==> config.mk <==
export PLATFORM = sky130hd
export DESIGN_NAME = wave_phase_sequencer
export DESIGN_NICKNAME = d
export VERILOG_FILES = /design/src/rtl/wave_gen_pkg.sv /design/src/rtl/phase_accumulator.sv /design/src/rtl/wave_phase_sequencer.sv
export SDC_FILE = /design/constraint.sdc
export NUM_CORES = 1
export LEC_CHECK = 0
export CAP_MARGIN = 30
export CORE_ASPECT_RATIO = 0.5
export CORE_UTILIZATION = 64
export DETAILED_ROUTE_END_ITERATION = 8
export PLACE_DENSITY_LB_ADDON = 0.2
export SYNTH_ARGS = -nofsm -noshare
export SYNTH_HDL_FRONTEND = slang
export SYNTH_SLANG_ARGS = --single-unit
==> constraint.sdc <==
create_clock -name clk -period 8.15 [get_ports clk]
set_input_delay 0.815 -clock clk [delete_from_list [all_inputs] [get_ports clk]]
set_output_delay 0.815 -clock clk [all_outputs]
set_load 0.005 [all_outputs]
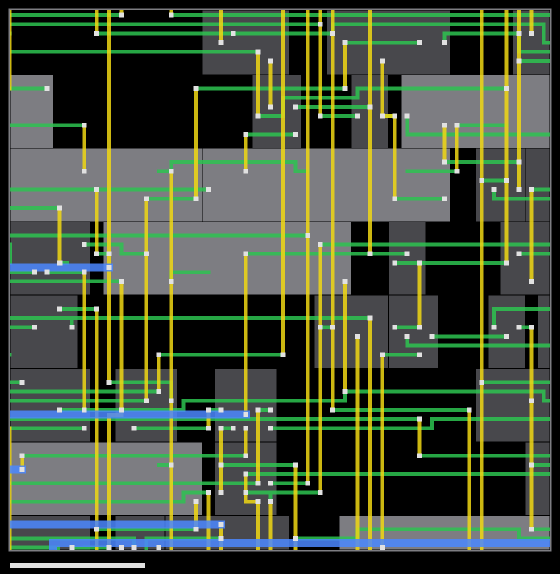
(images/closeup.png)
The bar under the picture is 5 µm long. Region (95, 64) to (115, 84) µm. Cells in gray, sequential cells in the stronger gray; small squares are vias.
legend:
  yellow:
    layer: M2
  blue:
    layer: M3
  green:
    layer: M1
sequential cells in the window: 5
most frequent: dfrtp_1 (5), o21ai_0 (3), ha_1 (3)
cells with their middle in the window: 21

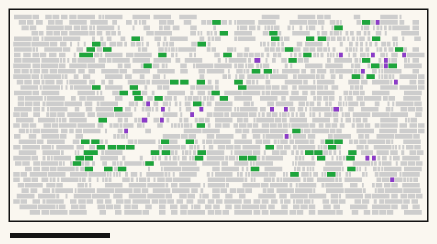
(images/gates.png)
The bar under the picture is 50 µm long.
legend:
  purple:
    family: and/or cells
    cells: 23
  green:
    family: fa/ha/maj cells
    cells: 82
    most_used: ha_1
dominant logic cell type in the layout: dfrtp_1
combinational share of cell area: 0.464
Non-Filler Instances: 1682

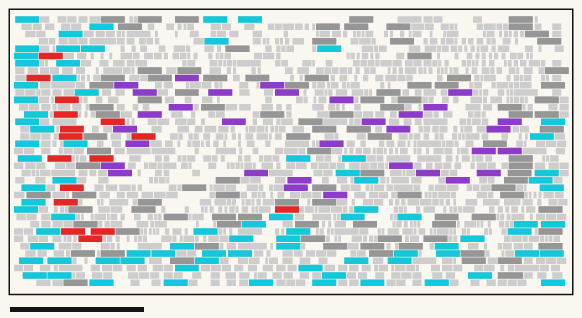
(images/ff_map.png)
The bar under the picture is 50 µm long. Other sequential cells in the stronger gray, the rest of the logic in the fainter gray.
legend:
  purple:
    netlist_name: r_tw
    placed_flops: 32
  red:
    netlist_name: r_step
    placed_flops: 16
  cyan:
    netlist_name: r_shadow
    placed_flops: 83
    where: spread over the die
register area: 0.00591 mm²
flop share of the area: 0.378
Finished Core Util: 0.752

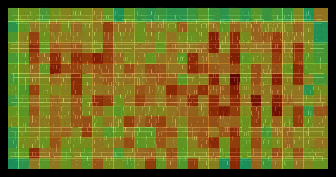
(images/congestion_map.png)
GRT Max-Usage Layer: met2
met1 Track Usage GR: 0.430

==> Changelog: implementation <==
### Implementation results

- Main flop type: dfrtp_1
- CTS tree: built
- Worst vdd rail ir drop: 0.000185 V
- Biggest area cells: dfrtp_1 (43%), mux2_2 (7.5%), ha_1 (7.3%), mux2i_1 (6.1%), o21ai_0 (4.0%)
- Fa+ha+maj area frac: 0.0759
- Max_cap viols: 0
- Input/output buffers: 105
- Run status: complete, no violations
- CP Max Fanout: 26
- Slew margin rel.: 0.354
- Worst-Margin Slew: 0.968 ns
- Simple-gate share of the synthesized area: 0.0964
- Yosys reg bits: 236
- Total gr overflow: 0
- Number of enable flip-flop cells: 0
- Final net count: 1562
- H-tree levels: 1
- Tcrit/Tclk final: 0.706
- CP Launch Type: flop
- CTS Buf Count: 22
-- metal layers --
layer,up-vias,global-route usage,share of wire,wire length [µm]
li1,4978,-,-,-
met1,5198,0.430,0.47,15500
met2,219,0.520,0.47,15700
met3,31,0.0444,0.046,1540
met4,0,0.0557,0.012,399
met5,-,0,0,0
-- report_power, final --
group	internal (W)	switching (W)	total (W)
combinational	0.000695	0.000816	0.00151
sequential	0.00144	0.000218	0.00166
clock	0.000604	0.000453	0.00106
-- final cells by class --
| cell class | count | area (µm²) |
|---|---|---|
| Multi-Input combinational cell | 960 | 7250 |
| Sequential cell | 236 | 5910 |
| Fill cell | 1438 | 5160 |
| Timing Repair Buffer | 117 | 1190 |
| Clock buffer | 35 | 681 |
| Tap cell | 273 | 342 |
| Inverter | 55 | 206 |
| Clock inverter | 5 | 50.0 |
| Antenna cell | 1 | 2.50 |
-- through the flow --
stage	cells	power [W]
after floorplan	1329	0.00272
after global placement	1639	0.00307
after detailed placement	1640	0.00316
after CTS	1680	0.00423
after global routing	1681	0.00448
final	1682	0.00423
-- worst reg2reg max path, delay by kind of cell, from the launching register on --
family                     cells  cell delay, ns
adders and majority gates      3            1.04
DFF                            1            0.51
buffers and inverters          1            0.26
xor gates and xnor gates       1            0.29
muxes                          1            0.36
AOI/OAI and AO/OA             12            3.17
-- placed cells by master (no fill, tap or decap), types with 13 or more instances in the layout --
cell             instances
clkdlybuf4s50_1        104
clkbuf_16               23
mux2_1                  19
dfrtp_1                235
nand2_1                120
xnor2_1                 27
mux2_2                  91
a21oi_1                 58
nand4_1                 21
nand3_1                 25
a21o_1                  51
o21ai_0                109
inv_1                   54
xor2_1                  22
nor2_1                  64
ha_1                    80
nor4_1                  13
mux2i_1                 83
a221o_1                 28
Power and IR drop assume default switching activity.
